**Run 1: the clock network**

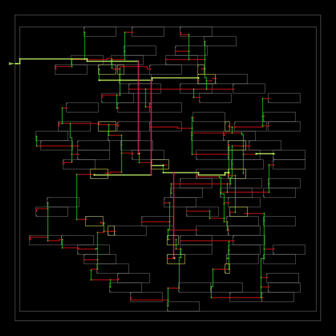
**Run 1: wire density map**

The bar under the picture is 20 um long. 18 x 18 tiles, from white (low) to dark blue (high), scaled to the fullest tile. Values are wire area over tile area, all layers added.
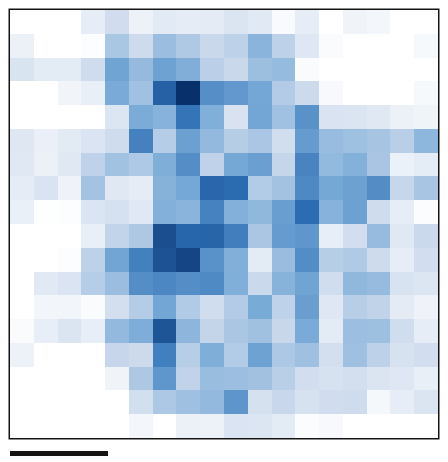
**Run 1: metal 3**

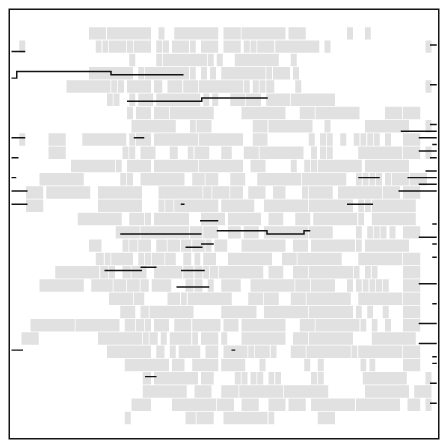
[src/rtl/adc_cap_pkg.sv]
// Shared state encoding and default slot positions for the codec ADC capture block.
package adc_cap_pkg;

   typedef enum logic [1:0] {
      IDLE,
      WAIT_FRAME,
      CAPTURE,
      PUSH
   } capState_e;

   localparam int DEF_LEFT_START  = 15;
   localparam int DEF_RIGHT_START = 47;
   localparam int DEF_SAMPLE_BITS = 16;

   localparam logic [6:0]  CNT_MAX = 7'd127;
   localparam logic [15:0] OVF_MAX = 16'hFFFF;

endpackage

[src/rtl/sync_edge.sv]
// Two-flop synchroniser for an asynchronous codec line, with rise/fall detect
// against a registered copy of the synchronised level.
module sync_edge (
   input  logic clk_i,
   input  logic rst_n_i,
   input  logic sig_i,
   output logic sync_o,
   output logic rise_o,
   output logic fall_o
);

   logic meta_q;
   logic sync_q;
   logic prev_q;

   always_ff @(posedge clk_i or negedge rst_n_i) begin
      if (!rst_n_i) begin
         meta_q <= 1'b0;
         sync_q <= 1'b0;
         prev_q <= 1'b0;
      end else begin
         meta_q <= sig_i;
         sync_q <= meta_q;
         prev_q <= sync_q;
      end
   end

   assign sync_o = sync_q;
   assign rise_o = sync_q & ~prev_q;
   assign fall_o = ~sync_q & prev_q;

endmodule

[src/rtl/adc_wave_capture.sv]
// Captures one stereo word per codec ADC frame and pushes it downstream.
// Define REC_OVF_CNT_EN to build the 16-bit overrun counter; otherwise ovf_cnt is 0.
module adc_wave_capture
   import adc_cap_pkg::*;
#(
   parameter int LEFT_START  = DEF_LEFT_START,
   parameter int RIGHT_START = DEF_RIGHT_START,
   parameter int SAMPLE_BITS = DEF_SAMPLE_BITS
) (
   input  logic        clock_50M,
   input  logic        reset_n,
   input  logic        bclk,
   input  logic        adclrc,
   input  logic        adcdat,
   input  logic        rec_en,
   input  logic        wav_full,
   output logic        wav_wren,
   output logic [31:0] wav_in_data,
   output logic        frame_err,
   output logic        ovf_flag,
   output logic [15:0] ovf_cnt
);

   localparam logic [6:0] LEFT_LO  = 7'(LEFT_START);
   localparam logic [6:0] LEFT_HI  = 7'(LEFT_START + SAMPLE_BITS);
   localparam logic [6:0] RIGHT_LO = 7'(RIGHT_START);
   localparam logic [6:0] RIGHT_HI = 7'(RIGHT_START + SAMPLE_BITS);
   localparam logic [6:0] LAST_BIT = 7'(RIGHT_START + SAMPLE_BITS - 1);

   capState_e   state_q, state_d;
   logic [6:0]  cnt_q, cnt_d;
   logic [15:0] left_q, left_d;
   logic [15:0] right_q, right_d;
   logic [31:0] data_q, data_d;
   logic        wren_q, wren_d;
   logic        err_q, err_d;
   logic        ovfFlag_q, ovfFlag_d;
   logic        recEnPrev_q;
   logic        datMeta_q, datSync_q;
   logic        bclkSync, bclkRise, bclkFall;
   logic        lrcSync, lrcRise, lrcFall;
   logic        unusedSync;
`ifdef REC_OVF_CNT_EN
   logic [15:0] ovfCnt_q, ovfCnt_d;
`endif

   sync_edge uBclkSync (
      .clk_i   (clock_50M),
      .rst_n_i (reset_n),
      .sig_i   (bclk),
      .sync_o  (bclkSync),
      .rise_o  (bclkRise),
      .fall_o  (bclkFall)
   );

   sync_edge uLrcSync (
      .clk_i   (clock_50M),
      .rst_n_i (reset_n),
      .sig_i   (adclrc),
      .sync_o  (lrcSync),
      .rise_o  (lrcRise),
      .fall_o  (lrcFall)
   );

   assign unusedSync = bclkSync | bclkFall | lrcSync | lrcFall;

   // A frame edge always wins over a bit edge: it either starts a frame or restarts a short one.
   always_comb begin
      state_d   = state_q;
      cnt_d     = cnt_q;
      left_d    = left_q;
      right_d   = right_q;
      data_d    = data_q;
      wren_d    = 1'b0;
      err_d     = 1'b0;
      ovfFlag_d = ovfFlag_q;
`ifdef REC_OVF_CNT_EN
      ovfCnt_d  = ovfCnt_q;
`endif
      if (rec_en && !recEnPrev_q) begin
         ovfFlag_d = 1'b0;
`ifdef REC_OVF_CNT_EN
         ovfCnt_d  = '0;
`endif
      end
      if (!rec_en) begin
         state_d = IDLE;
      end else begin
         case (state_q)
            IDLE: state_d = WAIT_FRAME;
            WAIT_FRAME: begin
               if (lrcRise) begin
                  state_d = CAPTURE;
                  cnt_d   = '0;
                  left_d  = '0;
                  right_d = '0;
               end
            end
            CAPTURE: begin
               if (lrcRise) begin
                  err_d   = 1'b1;
                  cnt_d   = '0;
                  left_d  = '0;
                  right_d = '0;
               end else if (cnt_q == CNT_MAX) begin
                  err_d   = 1'b1;
                  state_d = WAIT_FRAME;
               end else if (bclkRise) begin
                  if (cnt_q >= LEFT_LO && cnt_q < LEFT_HI)
                     left_d = {left_q[14:0], datSync_q};
                  if (cnt_q >= RIGHT_LO && cnt_q < RIGHT_HI)
                     right_d = {right_q[14:0], datSync_q};
                  cnt_d = cnt_q + 7'd1;
                  if (cnt_q == LAST_BIT)
                     state_d = PUSH;
               end
            end
            PUSH: begin
               state_d = WAIT_FRAME;
               if (wav_full) begin
                  ovfFlag_d = 1'b1;
`ifdef REC_OVF_CNT_EN
                  if (ovfCnt_q != OVF_MAX)
                     ovfCnt_d = ovfCnt_q + 16'd1;
`endif
               end else begin
                  wren_d = 1'b1;
                  data_d = {left_q, right_q};
               end
            end
            default: state_d = IDLE;
         endcase
      end
   end

   always_ff @(posedge clock_50M or negedge reset_n) begin
      if (!reset_n) begin
         state_q     <= IDLE;
         cnt_q       <= '0;
         left_q      <= '0;
         right_q     <= '0;
         data_q      <= '0;
         wren_q      <= 1'b0;
         err_q       <= 1'b0;
         ovfFlag_q   <= 1'b0;
         recEnPrev_q <= 1'b0;
         datMeta_q   <= 1'b0;
         datSync_q   <= 1'b0;
      end else begin
         state_q     <= state_d;
         cnt_q       <= cnt_d;
         left_q      <= left_d;
         right_q     <= right_d;
         data_q      <= data_d;
         wren_q      <= wren_d;
         err_q       <= err_d;
         ovfFlag_q   <= ovfFlag_d;
         recEnPrev_q <= rec_en;
         datMeta_q   <= adcdat;
         datSync_q   <= datMeta_q;
      end
   end

`ifdef REC_OVF_CNT_EN
   always_ff @(posedge clock_50M or negedge reset_n) begin
      if (!reset_n)
         ovfCnt_q <= '0;
      else
         ovfCnt_q <= ovfCnt_d;
   end
   assign ovf_cnt = ovfCnt_q;
`else
   assign ovf_cnt = 16'h0000;
`endif

   assign wav_wren    = wren_q;
   assign wav_in_data = data_q;
   assign frame_err   = err_q;
   assign ovf_flag    = ovfFlag_q;

endmodule

[config.mk]
export PLATFORM = sky130hd
export DESIGN_NAME = adc_wave_capture
export DESIGN_NICKNAME = d
export VERILOG_FILES = /design/src/rtl/adc_cap_pkg.sv /design/src/rtl/sync_edge.sv /design/src/rtl/adc_wave_capture.sv
export SDC_FILE = /design/constraint.sdc
export NUM_CORES = 1
export LEC_CHECK = 0
export ABC_CLOCK_PERIOD_IN_PS = 2100
export CORE_UTILIZATION = 48
export DETAILED_ROUTE_END_ITERATION = 12
export GPL_TIMING_DRIVEN = 1
export MAX_ROUTING_LAYER = met4
export PLACE_DENSITY = 0.84
export SYNTH_ARGS = -nofsm -noshare
export SYNTH_HDL_FRONTEND = slang
export SYNTH_SLANG_ARGS = --single-unit
[constraint.sdc]
create_clock -name clock_50M -period 2.1 [get_ports clock_50M]
set_clock_uncertainty 0.2 [all_clocks]
set_input_delay 0.315 -clock clock_50M [delete_from_list [all_inputs] [get_ports clock_50M]]
set_output_delay 0.315 -clock clock_50M [all_outputs]
set_load 0.005 [all_outputs]
==> results.json, run 1 <==
{
  "die_w_um": 87.8,
  "port_buffers": 41,
  "common_cells": "nand2_1, dfrtp_1, a22o_1",
  "synthArstFlopShare_pct": 100,
  "synthToLayoutAreaGrowth_pct": 19.5,
  "top_cell_area_share_pct": 60.3,
  "status": "complete, no violations",
  "fp-utilization_pct": 50.8,
  "fmax_mhz": 503,
  "critPathRequiredTime_ps": 2140,
  "clockBufferDepth": 2,
  "startpoint_type": "flip-flop",
  "dp.final_hpwl_um": 4280,
  "die_height_um": 87.8,
  "comb_area_mm2": 0.00123,
  "synth_top_cell_by_area": "dfrtp_1",
  "grt_remaining_overflow": 0,
  "hp-class": "flip-flop to flip-flop",
  "yosys.stat.chipArea_mm2": 0.00353,
  "grt_pass1_wl_um": 10600,
  "edf_count": 0,
  "fin_tns_setup_ps": 0,
  "antenna_found_initial": 0,
  "synth_cells": 319,
  "ant_nets": 0,
  "crit_type": "flip-flop to flip-flop",
  "drtPass1Iterations": 4,
  "regArea_mm2": 0.00213,
  "finalNonFillerCells": 471,
  "place_inst": 454,
  "p_per_area_mw_per_mm2": 765,
  "report.final.slew_viol_count": 0,
  "final_nets": 382,
  "cts_tree": "yes",
  "synth_area_mm2": 0.00353,
  "rsz0062_at_grt": "no",
  "place_congestion": 0.891,
  "worstSkewPairLatency_ps": 350,
  "log.warning_count": 29,
  "antenna_cells": 0,
  "cp.arrival_ps": 2030,
  "numCtsBuffers": 9,
  "first_iter_violations": 136,
  "ys_warn_count": 0,
  "vdd_drop_max_uv": 424,
  "whs_ps": 150,
  "chip_area_mm2": 0.00770,
  "yosys_cells": 319,
  "ff_type": "dfrtp_1",
  "num_rows": 30,
  "area_leaders": "dfrtp_1, nand2_1, a22o_1",
  "ys_seq_share_pct": 60.3,
  "fp.coreArea_mm2": 0.00694,
  "hold_viol": 0,
  "yosysUniqueCellTypes": 40,
  "route.detailed.drc": 0,
  "finalCritPeriodShare_pct": 94.7,
  "synth_flops": 85,
  "vias_per_cell": 5.00,
  "avgSynthCellArea_um2": 11.1,
  "io_pins": 58,
  "path_max_fanout": 5,
  "grt_max_degree": 36,
  "fillers": 563,
  "htreeDepth": 3,
  "synth.most_common_cell": "nand2_1",
  "grt_pass1_vias": 2182,
  "post-cts-setup-buffers": 0,
  "drive_above_1_share_pct": 11.7,
  "setup_viol": 0,
  "p_leak_nw": 2.09
}
## Picture notes: 'the clock network'
TritonCTS Sinks: 85
Clock buffer cells: 12
Clock Power: 0.997 mW
flip-flops: 85

## Picture notes: 'wire density map'
emptiest ninth of the die: lower left
densest ninth of the die: center
nearly empty tiles: 19%
fullest tile: 0.48
tiles over half the peak: 16%
DR vias: 2354
WL/cell: 13.3 um
WL final: 6240 um
GRT Total Usage: 18.9%

## Picture notes: 'metal 3'
main direction: horizontal
share of all routed wire: 3.5%
longest straight run: 19.3 um
met3 usage: 4.05%

-- run 1: area by class of cell --
| class | instances | area share [%] |
|---|---|---|
| clock inverter | 4 | 0.564 |
| inverter | 7 | 0.623 |
| sequential | 85 | 50.4 |
| clock buffer | 12 | 3.44 |
| multi-input combinational | 212 | 29.3 |
| tap | 96 | 2.85 |
| timing repair buffer | 55 | 12.8 |
-- run 1: repair_timing --
| action | in CTS | in global routing |
|---|---|---|
| gates resized | 0 | 5 |
| endpoints found under the hold margin | 33 | 0 |
| endpoints found under the setup margin | 0 | 27 |
| hold buffers | 1 | 0 |
-- run 1: cell usage in the layout, fill, tap and decap left out, drive strengths merged, types with 2 or more instances in the layout --
master and n:
dfrtp 85, nand2 105, ha 5, inv 7, and2 4, a31oi 2, clkbuf 12, nand3b 2
and3 3, nand2b 5, nand3 4, clkinv 4, o21bai 2, a21oi 5, a32o 3, clkdlybuf4s50 40
buf 14, a22o 30, o31ai 3, o21ai 10, conb 16, nor2 3
-- run 1: worst max-delay path, cell delays in order (launching register included) --
cell	delay, ps
dfrtp_1	380
ha_1	250
and3_4	230
nand4_1	140
a21boi_1	260
o21ai_0	160
a31o_2	270
-- run 1: worst paths after layout --
check	end	cells past startpoint	slack, ps	startpoint
setup / recovery	state_q[0]	6	110	cnt_q[0]
hold / removal	uLrcSync.sync_o	0	150	uLrcSync.meta_q
setup reg to reg	state_q[0]	6	110	cnt_q[0]
hold reg to reg	uLrcSync.sync_o	0	150	uLrcSync.meta_q
max in group asynchronous	cnt_q[2]	3	850	reset_n
min in group asynchronous	left_q[13]	2	260	reset_n
-- run 1: flip-flops by register name, indices dropped and copies added (netlist names) --
| register | count |
|---|---|
| cnt_q | 7 |
| datMeta_q | 1 |
| datSync_q | 1 |
| frame_err | 1 |
| left_q | 16 |
| ovf_flag | 1 |
| recEnPrev_q | 1 |
| right_q | 16 |
| state_q | 2 |
| uBclkSync.meta_q | 1 |
| uBclkSync.prev_q | 1 |
| uBclkSync.sync_o | 1 |
| uLrcSync.meta_q | 1 |
| uLrcSync.prev_q | 1 |
| uLrcSync.sync_o | 1 |
| wav_in_data | 32 |
| wav_wren | 1 |
-- run 1: per-layer routing --
layer,share of wire (%),GRT usage (%),up-vias,wire length (um)
li1,-,-,1154,-
met1,47,24.5,1134,2910
met2,48,28.8,57,3010
met3,3.5,4.05,9,218
met4,1.6,8.20,0,100
met5,0,-,-,0
-- run 1: report_power, final --
group / leakage [nW] / internal (mW) / switching [mW]
registers: 1.16 / 1.67 / 0.0273
logic: 0.836 / 0.214 / 0.315
clock network: 0.0901 / 0.459 / 0.538
-- run 1: logic make-up (layout without fill, tap and decap cells) --
family | after synthesis | after routing | share of synthesized area, %
compound gates | 61 | 61 | 14.8
fa+ha+maj | 5 | 5 | 1.77
buf+inv | 37 | 78 | 7.05
flops | 85 | 85 | 60.3
other cells | 1 | 16 | 0.106
simple gates | 130 | 130 | 16.0
-- run 1: through the flow --
step	setup WS, ps	util, %	total power, mW	cell area (um^2)
floorplan	13.9	-	2.08	3590
global placement	112	57.8	2.20	4010
detailed placement	73.0	57.8	2.22	4010
finish	110	60.7	3.23	4220
CTS	59.0	60.4	3.22	4190
global route	15.6	60.7	3.39	4220
**Run 1: a small window of the routed layout**

Window x 24 to 64, y 24 to 64 um. Cells in gray, sequential cells in the stronger gray; small squares are vias.
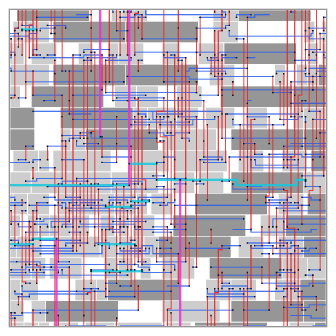

==> run 2: changes to the inputs <==
Settings changed: GPL_TIMING_DRIVEN 1 to default, MAX_ROUTING_LAYER met4 to default.
**Run 2: a small window of the routed layout**

Window x 24 to 64, y 24 to 64 um. Cells in gray, sequential cells in the stronger gray; small squares are vias.
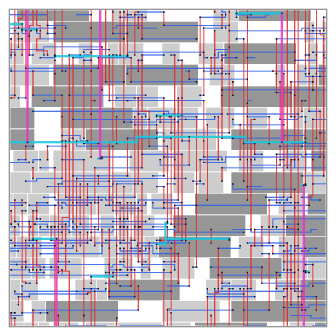
| color | layer |
|---|---|
| blue | M1 |
| magenta | M4 |
| cyan | M3 |
| red | M2 |
sequential cells in the window: 21
most frequent: dfrtp_1 (21), a22o_1 (18), nand2_1 (14)
netlist names of flops here include: right_q (10), left_q (5), cnt_q (4)
cells with their middle in the window: 111

**Run 2: wire density map**

The bar under the picture is 20 um long. 18 x 18 tiles, from white (low) to dark blue (high), scaled to the fullest tile. Values are wire area over tile area, all layers added.
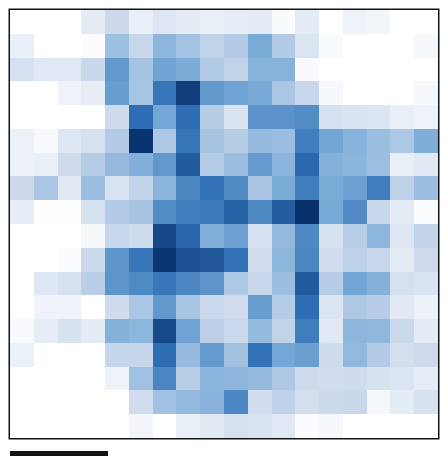
mean over tiles: 0.13
fullest tile: 0.44
tiles over half the peak: 21%
emptiest ninth of the die: lower left
nearly empty tiles: 19%
densest ninth of the die: center
GRT Total Usage: 18.3%
WL/cell: 13.2 um

==> run 2 against run 1 <==
Combinational power about the same. Largest cell class unchanged. Largest power group unchanged. Non-clock buffer count unchanged. Synthesized cell count unchanged.
==> results.json, run 2 <==
{
  "status": "complete, no violations",
  "setup_viol": 0,
  "cp_top_family": "AND-OR/OR-AND gates",
  "grt_pass1_vias": 2186,
  "die_w_um": 87.8,
  "report.final.slew_viol_count": 0,
  "post-cts-setup-buffers": 0,
  "startpoint": "cnt_q[0]",
  "timing.rr.end": "state_q[0]",
  "path_cells": "ha_1 > and3_4 > nand4_1 > a21boi_1 > o21ai_0 > a31o_2",
  "htreeDepth": 3,
  "wl_um": 6240,
  "dp.final_hpwl_um": 4280,
  "rsz0062_at_grt": "no",
  "largest_reg_flops": 32,
  "hold_viol": 0,
  "r2r-start": "cnt_q[0]",
  "drive_above_1_share_pct": 11.7,
  "synth_cells": 319,
  "fin_tns_setup_ps": 0,
  "chip_area_mm2": 0.00770,
  "fp-utilization_pct": 50.8,
  "cts_tree": "yes",
  "hp-class": "flip-flop to flip-flop",
  "antenna_cells": 0,
  "finalCoreUtilization_pct": 60.7,
  "yosys.stat.chipArea_mm2": 0.00353,
  "startpoint_type": "flip-flop",
  "synth_flops": 85,
  "worstSkewPairLatency_ps": 350,
  "finalNonFillerCells": 471,
  "hold_path_depth": 0,
  "synth.most_common_cell": "nand2_1",
  "min_from": "uLrcSync.meta_q",
  "avgSynthCellArea_um2": 11.1,
  "route.detailed.drc": 0,
  "io_pins": 58,
  "ys_seq_share_pct": 60.3,
  "vdd_drop_max_uv": 427,
  "antenna_found_initial": 0,
  "log.warning_count": 29,
  "num_rows": 30,
  "top_cell_area_share_pct": 60.3,
  "crit_type": "flip-flop to flip-flop",
  "place_inst": 454,
  "synth_top_cell_by_area": "dfrtp_1",
  "clock_sinks": 85,
  "area_leaders": "dfrtp_1, nand2_1, a22o_1",
  "critPathRequiredTime_ps": 2140,
  "p_leak_nw": 2.09,
  "ff_type": "dfrtp_1",
  "path_max_fanout": 5,
  "common_cells": "nand2_1, dfrtp_1, a22o_1",
  "grt_max_degree": 36,
  "synth_area_mm2": 0.00353,
  "mostFrequentLayoutCells": "nand2_1, dfrtp_1, clkdlybuf4s50_1",
  "drtPass1Iterations": 4
}
-- run 2: cell counts after synthesis --
Identical to the previous run, type by type.
-- run 2: timing repair --
| item | CTS | global route |
|---|---|---|
| endpoints found under the hold margin | 33 | 0 |
| gates resized | 0 | 5 |
| endpoints found under the setup margin | 0 | 27 |
| hold buffers | 1 | 0 |
-- run 2: metrics by stage --
stage	instance area [um^2]	setup slack, ps
floorplan	3590	13.9
global placement	4010	112
detailed placement	4010	73.0
CTS	4190	59.0
global route	4220	16.3
finish	4220	113
-- run 2: logic make-up after synthesis --
kind of cell | count (synthesis) | share of synthesized area, %
other | 1 | 0.106
AOI/OAI and AO/OA | 61 | 14.8
DFF | 85 | 60.3
buffers and inverters | 37 | 7.05
and+or+nand+nor | 130 | 16.0
adders and majority gates | 5 | 1.77
-- run 2: worst max path at each step --
stage                       end  slack [ps]  cells after the start
global route         left_q[14]          20                      6
global placement    right_q[11]         110                      6
detailed placement  right_q[15]          70                      6
finish               state_q[0]         110                      6
floorplan            left_q[10]          10                      7
CTS                 right_q[15]          60                      6
-- run 2: final cells by class --
class                           count  share of cell area [%]
Sequential cell                    85                    50.4
Multi-Input combinational cell    212                    29.3
Timing Repair Buffer               55                    12.8
Clock buffer                       12                    3.44
Tap cell                           96                    2.85
Inverter                            7                   0.623
Clock inverter                      4                   0.564
-- run 2: routing by layer --
layer | share of wire, % | wire [um] | vias up | global-route usage (%)
li1 | - | - | 1153 | -
met1 | 46 | 2890 | 1136 | 24.4
met2 | 48 | 3010 | 59 | 28.8
met3 | 3.7 | 228 | 11 | 4.15
met4 | 1.8 | 113 | 0 | 8.20
met5 | 0 | 0 | - | 0
-- run 2: worst reg2reg max path, delay by kind of cell (launching register included) --
kind / cells / cell delay [ps]
AND-OR/OR-AND: 3 / 690
AND/OR/NAND/NOR: 2 / 370
flip-flops: 1 / 380
adder cells (fa/ha/maj): 1 / 250
-- run 2: power groups by stage --
stage | Combinational (mW) | Sequential [mW] | Clock (mW)
6_report | 0.532 | 1.70 | 1.00
5_1_grt | 0.587 | 1.70 | 1.10
4_1_cts | 0.497 | 1.70 | 1.02
3_5_place_dp | 0.492 | 1.73 | 0
3_3_place_gp | 0.470 | 1.73 | 0
2_1_floorplan | 0.349 | 1.73 | 0
No activity file was given, so power comes from the tool's default toggle rates.
